### Clock network drawn from the DEF, run 1

(4 px per um)
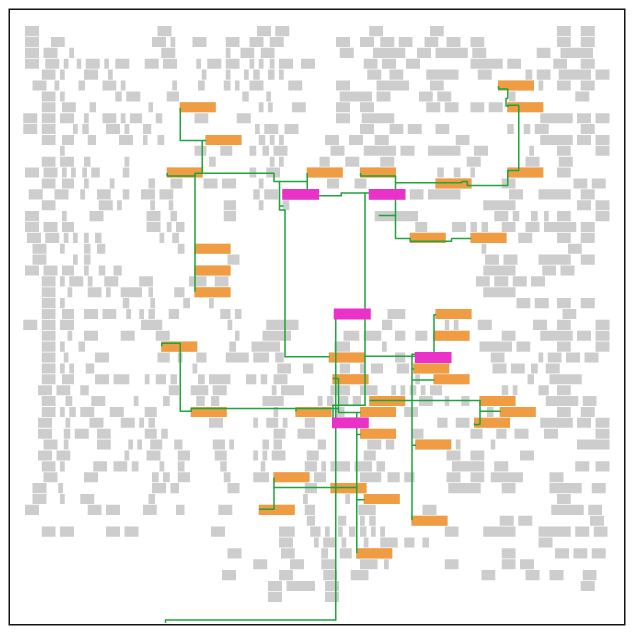
### Placement by cell class, run 1

(3 px per um) Fill, decap, tap and diode cells in gray.
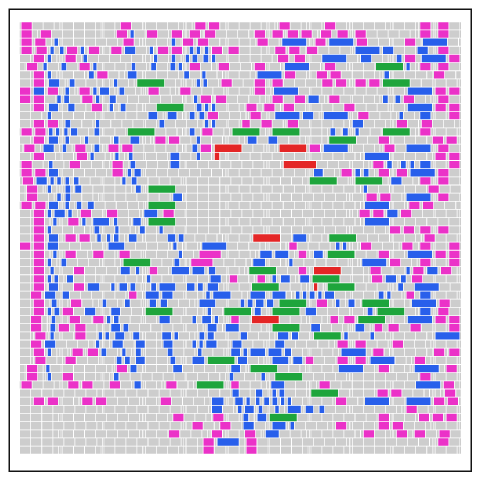
### Sequential cells colored by netlist name, run 1

(3 px per um)
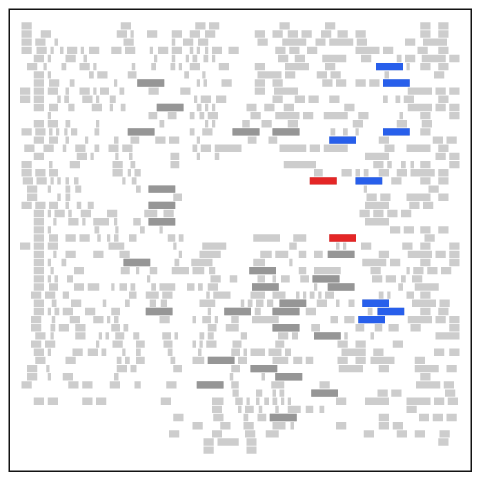
===== config.mk =====
export PLATFORM = sky130hd
export DESIGN_NAME = matrix_operand_sequencer_flat
export DESIGN_NICKNAME = d
export VERILOG_FILES = /design/src/rtl/matrix_pkg.sv /design/src/rtl/matrix_operand_sequencer_if.sv /design/src/rtl/matrix_index_counter.sv /design/src/rtl/matrix_operand_sequencer.sv /design/src/flat_wrapper.sv
export SDC_FILE = /design/constraint.sdc
export NUM_CORES = 1
export LEC_CHECK = 0
export ABC_CLOCK_PERIOD_IN_PS = 3450
export CELL_PAD_IN_SITES_DETAIL_PLACEMENT = 1
export CELL_PAD_IN_SITES_GLOBAL_PLACEMENT = 2
export CORE_MARGIN = 3
export CORE_UTILIZATION = 18
export DETAILED_ROUTE_END_ITERATION = 10
export PLACE_DENSITY_LB_ADDON = 0.3
export SLEW_MARGIN = 20
export SYNTH_ARGS = -nofsm -noshare
export SYNTH_HDL_FRONTEND = slang
export SYNTH_HIERARCHICAL = 1
export SYNTH_SLANG_ARGS = --single-unit

===== constraint.sdc =====
create_clock -name clock -period 3.45 [get_ports clock]
set_input_delay 0.345 -clock clock [delete_from_list [all_inputs] [get_ports clock]]
set_output_delay 0.345 -clock clock [all_outputs]
set_load 0.02 [all_outputs]

===== src/rtl/matrix_pkg.sv =====
// Shared definitions for the matrix operand sequencer.
// Contents:
//   state_t  - sequencer FSM states (IDLE, RUN, FLUSH)
//   idx_w()  - index width for a dimension of n elements, never below 1 bit
package matrix_pkg;

  typedef enum logic [1:0] {
    IDLE  = 2'd0,
    RUN   = 2'd1,
    FLUSH = 2'd2
  } state_t;

  function automatic int idx_w(input int n);
    return ($clog2(n) > 1) ? $clog2(n) : 1;
  endfunction

endpackage


===== src/rtl/matrix_operand_sequencer_if.sv =====
// Operand beat channel of the matrix operand sequencer.
// Signals:
//   Aik, Bkj               - operand pair of the current beat
//   idx_i, idx_j, idx_k    - indices of that pair
//   first_k, last_k        - pair is k==0 / k==KDIM-1
//   out_valid / out_ready  - valid/ready handshake for the beat
// Modports: master (sequencer side), slave (consumer side).
interface matrix_operand_sequencer_if
  import matrix_pkg::*;
#(
  parameter int AROWS     = 4,
  parameter int KDIM      = 4,
  parameter int BCOLUMNS  = 4,
  parameter int WIDTH_BIT = 8
);

  logic [WIDTH_BIT-1:0]       Aik;
  logic [WIDTH_BIT-1:0]       Bkj;
  logic [idx_w(AROWS)-1:0]    idx_i;
  logic [idx_w(BCOLUMNS)-1:0] idx_j;
  logic [idx_w(KDIM)-1:0]     idx_k;
  logic                       first_k;
  logic                       last_k;
  logic                       out_valid;
  logic                       out_ready;

  modport master (
    output Aik, Bkj, idx_i, idx_j, idx_k, first_k, last_k, out_valid,
    input  out_ready
  );

  modport slave (
    input  Aik, Bkj, idx_i, idx_j, idx_k, first_k, last_k, out_valid,
    output out_ready
  );

endinterface


===== src/rtl/matrix_index_counter.sv =====
// Nested i/j/k position counter (k innermost, then j, then i).
// Ports:
//   clock, reset    - rising-edge clock, asynchronous active-high reset
//   clear           - restart at (0,0,0); the outputs show (0,0,0) this cycle
//   enable          - consume the position shown and advance to the next one
//   i, j, k         - position shown this cycle (clear forces it to zero)
//   k_wrap          - k is at KDIM-1
//   last            - position is (AROWS-1, BCOLUMNS-1, KDIM-1)
// clear and enable together consume (0,0,0) immediately, so a sweep can load
// its first element on the very edge that starts it.
module matrix_index_counter
  import matrix_pkg::*;
#(
  parameter int AROWS    = 4,
  parameter int BCOLUMNS = 4,
  parameter int KDIM     = 4
) (
  input  logic                       clock,
  input  logic                       reset,
  input  logic                       clear,
  input  logic                       enable,
  output logic [idx_w(AROWS)-1:0]    i,
  output logic [idx_w(BCOLUMNS)-1:0] j,
  output logic [idx_w(KDIM)-1:0]     k,
  output logic                       k_wrap,
  output logic                       last
);

  localparam int IW = idx_w(AROWS);
  localparam int JW = idx_w(BCOLUMNS);
  localparam int KW = idx_w(KDIM);
  localparam logic [IW-1:0] I_MAX = IW'(AROWS - 1);
  localparam logic [JW-1:0] J_MAX = JW'(BCOLUMNS - 1);
  localparam logic [KW-1:0] K_MAX = KW'(KDIM - 1);

  logic [IW-1:0] i_q, i_n;
  logic [JW-1:0] j_q, j_n;
  logic [KW-1:0] k_q, k_n;
  logic          j_wrap;

  // NOTE: every signal written here gets a value before any condition, so no
  // path through the block can leave a latch behind.
  always_comb begin
    i      = clear ? '0 : i_q;
    j      = clear ? '0 : j_q;
    k      = clear ? '0 : k_q;
    k_wrap = (k == K_MAX);
    j_wrap = (j == J_MAX);
    last   = k_wrap && j_wrap && (i == I_MAX);
    i_n    = i;
    j_n    = j;
    k_n    = k;
    if (enable) begin
      if (k_wrap) begin
        k_n = '0;
        if (j_wrap) begin
          j_n = '0;
          i_n = (i == I_MAX) ? '0 : i + 1'b1;
        end else begin
          j_n = j + 1'b1;
        end
      end else begin
        k_n = k + 1'b1;
      end
    end
  end

  // NOTE: registers use <= so all of them sample pre-edge values together.
  always_ff @(posedge clock or posedge reset) begin
    if (reset) begin
      i_q <= '0;
      j_q <= '0;
      k_q <= '0;
    end else begin
      i_q <= i_n;
      j_q <= j_n;
      k_q <= k_n;
    end
  end

endmodule


===== src/rtl/matrix_operand_sequencer.sv =====
// Matrix operand sequencer: streams every (A[i][k], B[k][j]) pair of a
// matrix product, k innermost, over a valid/ready beat channel.
// Ports:
//   clock, reset   - rising-edge clock, asynchronous active-high reset
//   start          - one-cycle request to begin a sweep (honoured in IDLE only)
//   abort          - synchronous cancel of the running sweep, no done pulse
//   b_transposed   - B layout, latched at start
//   MatrixA        - element (i,k) at flat index i*KDIM + k
//   MatrixB        - element (k,j) at k*BCOLUMNS + j, or at j*KDIM + k when
//                    b_transposed (B stored as BCOLUMNS x KDIM, row-major)
//   busy, done     - sweep in progress; one-cycle completion pulse
//   beat           - operand beat channel (master side)
module matrix_operand_sequencer
  import matrix_pkg::*;
#(
  parameter int AROWS     = 4,
  parameter int KDIM      = 4,
  parameter int BCOLUMNS  = 4,
  parameter int WIDTH_BIT = 8
) (
  input  logic                                 clock,
  input  logic                                 reset,
  input  logic                                 start,
  input  logic                                 abort,
  input  logic                                 b_transposed,
  input  logic [AROWS*KDIM-1:0][WIDTH_BIT-1:0] MatrixA,
  input  logic [KDIM*BCOLUMNS-1:0][WIDTH_BIT-1:0] MatrixB,
  output logic                                 busy,
  output logic                                 done,
  matrix_operand_sequencer_if.master           beat
);

  localparam int IW = idx_w(AROWS);
  localparam int JW = idx_w(BCOLUMNS);
  localparam int KW = idx_w(KDIM);
  localparam int AW = idx_w(AROWS * KDIM);
  localparam int BW = idx_w(KDIM * BCOLUMNS);

  state_t        state;
  logic          mode;
  logic [IW-1:0] ci;
  logic [JW-1:0] cj;
  logic [KW-1:0] ck;
  logic          k_wrap;
  logic          last;
  logic          accept;
  logic          load;
  logic          transfer;
  logic          cancel;
  logic          finish;
  logic          sel_mode;
  logic [AW-1:0] a_sel;
  logic [BW-1:0] b_sel;

  // The cycle that shows done is already IDLE; a start there is still
  // treated as belonging to the finished sweep and dropped.
  assign accept   = (state == IDLE) && start && !done;
  assign transfer = beat.out_valid && beat.out_ready;
  assign load     = accept ||
                    ((state == RUN) && !abort && (!beat.out_valid || beat.out_ready));
  assign cancel   = abort && (state != IDLE);
  assign finish   = (state == FLUSH) && transfer && !abort;

  // The first pair is fetched on the accepting edge, before mode is latched.
  assign sel_mode = accept ? b_transposed : mode;
  assign a_sel    = AW'(int'(ci) * KDIM + int'(ck));
  assign b_sel    = sel_mode ? BW'(int'(cj) * KDIM + int'(ck))
                             : BW'(int'(ck) * BCOLUMNS + int'(cj));

  matrix_index_counter #(
    .AROWS    (AROWS),
    .BCOLUMNS (BCOLUMNS),
    .KDIM     (KDIM)
  ) u_counter (
    .clock  (clock),
    .reset  (reset),
    .clear  (accept),
    .enable (load),
    .i      (ci),
    .j      (cj),
    .k      (ck),
    .k_wrap (k_wrap),
    .last   (last)
  );

  always_ff @(posedge clock or posedge reset) begin
    if (reset) begin
      state <= IDLE;
      mode  <= 1'b0;
      busy  <= 1'b0;
      done  <= 1'b0;
    end else begin
      done <= 1'b0;
      case (state)
        IDLE: begin
          if (accept) begin
            mode  <= b_transposed;
            busy  <= 1'b1;
            state <= last ? FLUSH : RUN;
          end
        end
        RUN: begin
          if (abort) begin
            state <= IDLE;
            busy  <= 1'b0;
          end else if (load && last) begin
            state <= FLUSH;
          end
        end
        FLUSH: begin
          if (abort) begin
            state <= IDLE;
            busy  <= 1'b0;
          end else if (transfer) begin
            state <= IDLE;
            busy  <= 1'b0;
            done  <= 1'b1;
          end
        end
        default: state <= IDLE;
      endcase
    end
  end

  // Beat output register: everything reads zero whenever out_valid is low.
  always_ff @(posedge clock or posedge reset) begin
    if (reset) begin
      beat.out_valid <= 1'b0;
      beat.Aik       <= '0;
      beat.Bkj       <= '0;
      beat.idx_i     <= '0;
      beat.idx_j     <= '0;
      beat.idx_k     <= '0;
      beat.first_k   <= 1'b0;
      beat.last_k    <= 1'b0;
    end else if (load) begin
      beat.out_valid <= 1'b1;
      beat.Aik       <= MatrixA[a_sel];
      beat.Bkj       <= MatrixB[b_sel];
      beat.idx_i     <= ci;
      beat.idx_j     <= cj;
      beat.idx_k     <= ck;
      beat.first_k   <= (ck == '0);
      beat.last_k    <= k_wrap;
    end else if (cancel || finish) begin
      beat.out_valid <= 1'b0;
      beat.Aik       <= '0;
      beat.Bkj       <= '0;
      beat.idx_i     <= '0;
      beat.idx_j     <= '0;
      beat.idx_k     <= '0;
      beat.first_k   <= 1'b0;
      beat.last_k    <= 1'b0;
    end
  end

endmodule


===== src/flat_wrapper.sv =====
// flat-port wrapper written by rule: the top's interface ports become plain ports
module matrix_operand_sequencer_flat import matrix_pkg::*;
#(
  parameter int AROWS     = 4,
  parameter int KDIM      = 4,
  parameter int BCOLUMNS  = 4,
  parameter int WIDTH_BIT = 8
)
  (clock, reset, start, abort, b_transposed, MatrixA, MatrixB, busy, done, beat_Aik, beat_Bkj, beat_idx_i, beat_idx_j, beat_idx_k, beat_first_k, beat_last_k, beat_out_valid, beat_out_ready);
  matrix_operand_sequencer_if #(.AROWS(AROWS), .KDIM(KDIM), .BCOLUMNS(BCOLUMNS), .WIDTH_BIT(WIDTH_BIT)) beat_i ();
  input  logic clock;
  input  logic reset;
  input  logic start;
  input  logic abort;
  input  logic b_transposed;
  input  logic [AROWS*KDIM-1:0][WIDTH_BIT-1:0] MatrixA;
  input  logic [KDIM*BCOLUMNS-1:0][WIDTH_BIT-1:0] MatrixB;
  output logic busy;
  output logic done;
  output wire logic [$bits(beat_i.Aik)-1:0] beat_Aik;
  output wire logic [$bits(beat_i.Bkj)-1:0] beat_Bkj;
  output wire logic [$bits(beat_i.idx_i)-1:0] beat_idx_i;
  output wire logic [$bits(beat_i.idx_j)-1:0] beat_idx_j;
  output wire logic [$bits(beat_i.idx_k)-1:0] beat_idx_k;
  output wire logic [$bits(beat_i.first_k)-1:0] beat_first_k;
  output wire logic [$bits(beat_i.last_k)-1:0] beat_last_k;
  output wire logic [$bits(beat_i.out_valid)-1:0] beat_out_valid;
  input wire logic [$bits(beat_i.out_ready)-1:0] beat_out_ready;
  assign beat_Aik = beat_i.Aik;
  assign beat_Bkj = beat_i.Bkj;
  assign beat_idx_i = beat_i.idx_i;
  assign beat_idx_j = beat_i.idx_j;
  assign beat_idx_k = beat_i.idx_k;
  assign beat_first_k = beat_i.first_k;
  assign beat_last_k = beat_i.last_k;
  assign beat_out_valid = beat_i.out_valid;
  assign beat_i.out_ready = beat_out_ready;
  matrix_operand_sequencer #(.AROWS(AROWS), .KDIM(KDIM), .BCOLUMNS(BCOLUMNS), .WIDTH_BIT(WIDTH_BIT)) u_core (.clock(clock), .reset(reset), .start(start), .abort(abort), .b_transposed(b_transposed), .MatrixA(MatrixA), .MatrixB(MatrixB), .busy(busy), .done(done), .beat(beat_i));
endmodule

==> results.txt, run 1 <==
yosys + openroad results -> antenna violations before repair=0, worst-path maximum fanout=17, buffers and inverters on the worst path=3, max_slew headroom=52.7%, Resized cells post-CTS=0, tap cell count=275, placed cell count=982, worst slack, placed=0.313 ns, status=finished clean, FF+latch area=901 um2, FP Rows=roughly 53, crit path kind=reg2reg, number of global-route vias before repair=approximately 5200, async set-reset flop share out of synthesis=100%, Syn Area/Cell=between 9 and 10 um2, most frequent cells in the layout=clkdlybuf4s50_1 (288), nand2_1 (104), dfrtp_1 (36), Max Buffers Root-to-Sink=2, worst setup path end=u_core/beat.Aik[4]$_DFFE_PP0P_, yosys stat cell total=434, number of enable flip-flop cells=0, top comb family, area=multiplexers, Top-area cell share=around 23%, logic share of the area=38.7%, CTS clk-pin slew, worst paths=roughly 0.06 ns, worst endpoint required time=3.60 ns, H-tree levels=2, fin area=between 0.007 and 0.008 mm2, Mapped Area=0.00392 mm2, highest-count logic cell in the final layout=clkdlybuf4s50_1, # DRC=0, die width=154 um, CP delay by family, top=multiplexers, Setup TNS=0 ns, Via density=4.70, Seq/total area=12.3%, slowest library cell on the worst path=mux4_2, GRT overflow=0, CP endpoint kind=register, critical path arrival=3.17 ns, MUX share of area=29.3%, placed standard-cell area=0.00715 mm2, Top Registers=u_core/beat.Aik: 8 flops, u_core/beat.Bkj: 8 flops, clk sinks=36, Final Wtd Congestion=between 0.9 and 1, yosys simple share=between 20% and 30%
About 'Clock network drawn from the DEF':
[green] clock wires | length: 744 um
[magenta] clock drivers | count: 5
[orange] flip-flops | count: 36
routed clock nets: 6
Clock group: 530 uW
Layout Skew: 0.00565 ns
clk latency late pin: 0.28 ns

About 'Placement by cell class':
[red] clock drivers and dummy loads | cells: 8 | share of their area: 2.4%
[green] flops | cells: 36 | share of their area: 13%
[magenta] other buffers and delay cells | cells: 304 | share of their area: 43%
[blue] combinational and other logic | cells: 367 | share of their area: 41%

About 'Sequential cells colored by netlist name':
[blue] u_core/beat.Aik | placed flops: 8
[red] u_core/beat.idx_i | placed flops: 2
not colored: 26

run 1: routing by layer:
| metal | track usage (%) | wire length, um | vias to the layer above |
|---|---|---|---|
| met5 | 0 | 0 | - |
| met4 | 2.57 | 150 | 0 |
| met3 | 5.35 | 1910 | 8 |
| met2 | 30.2 | 10300 | 235 |
| met1 | 21.4 | 8740 | 2215 |
| li1 | - | - | 2191 |
run 1: where the power goes:
group	internal (mW)	leakage, nW	total [mW]	switching [mW]
clock	0.340	0.0808	0.530	0.190
combinational	1.42	2.26	2.98	1.56
sequential	0.572	0.466	0.679	0.107
total	2.33	2.81	4.19	1.86
### Power grid, run 1

(2 px per um) Pins as bars on the die edge.
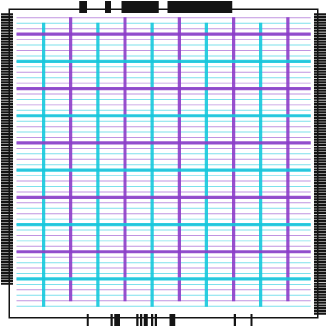

==> run 2: changes to the inputs <==
Settings changed: SYNTH_HIERARCHICAL 1 to unset.
### Power grid, run 2

(2 px per um) Pins as bars on the die edge.
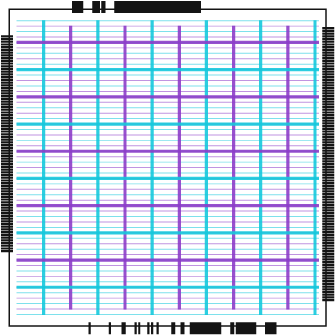
[purple] VDD
[cyan] VSS
rows: 54
met1 rails: 55
met5 straps: 10

==> run 2 against run 1 <==
Clock power shrank 8.7%; highest routed layer is now met5; largest cell class unchanged; combinational power rose by 6.7%; die size grew 5.5%; largest power group unchanged.
==> results.txt, run 2 <==
yosys + openroad results -> Seq/total area=12.1% (-0.21 points), max_slew headroom=44.9% (-7.8 points), DR top layer=met5, H-tree levels=2 (unchanged), Mapped Area=0.00414 mm2 (+5.7%), slowest library cell on the worst path=a2111oi_0, critical path arrival=3.04 ns (-0.13 ns), crit path kind=reg2reg, yosys stat cell total=533 (+23%), met2 wire len=11800 um (+14%), Via density=5.03 (+7.2%), FF+latch area=902 um2 (+0.14%), # DRC=0 (unchanged), Top-area cell share=21.8% (-1.2 points), die width=158 um (+2.7%), Final Wtd Congestion=0.830 (-12%), tap cell count=280 (+1.8%), sequential cell power=733 uW (+8.0%), number of global-route vias before repair=6001 (+15%), Layout Skew=0.00434 ns (-0.00131 ns), Setup TNS=0 ns (unchanged), fin area=0.00745 mm2 (+1.9%), Comb pwr share=72.3% (+1.1 points), number of enable flip-flop cells=0 (unchanged), buffers and inverters on the worst path=2 (-1), status=finished clean, clk latency late pin=0.28 ns (about the same), Internal Power=2.22 mW (-4.8%)
==> run 2: netlist changes by cell type after synthesis, moves of 14 or more <==
cell / delta
a2111oi_0: +17
a211oi_1: +25
and3_1: +31
mux2i_1: +14
mux4_2: -33
nand2_1: -35
nor2_1: +27
==> run 2: cell families (layout without fill, tap and decap cells) <==
kind of cell | after synthesis | in the layout | synth area share [%]
buf+inv | 62 | 330 | 6.86
simple gates | 195 | 195 | 22.9
compound gates | 170 | 170 | 30.2
xor+xnor | 2 | 2 | 0.423
flops | 36 | 36 | 21.8
mux | 59 | 59 | 15.1
fa+ha+maj | 9 | 9 | 2.72
==> run 2: per-layer routing <==
metal | GRT usage (%) | up-vias
met3 | 5.39 | 32
met4 | 3.88 | 2
li1 | - | 2574
met2 | 32.9 | 231
met5 | 0 | -
met1 | 20.0 | 2601
No activity file was given, so power comes from the tool's default toggle rates.
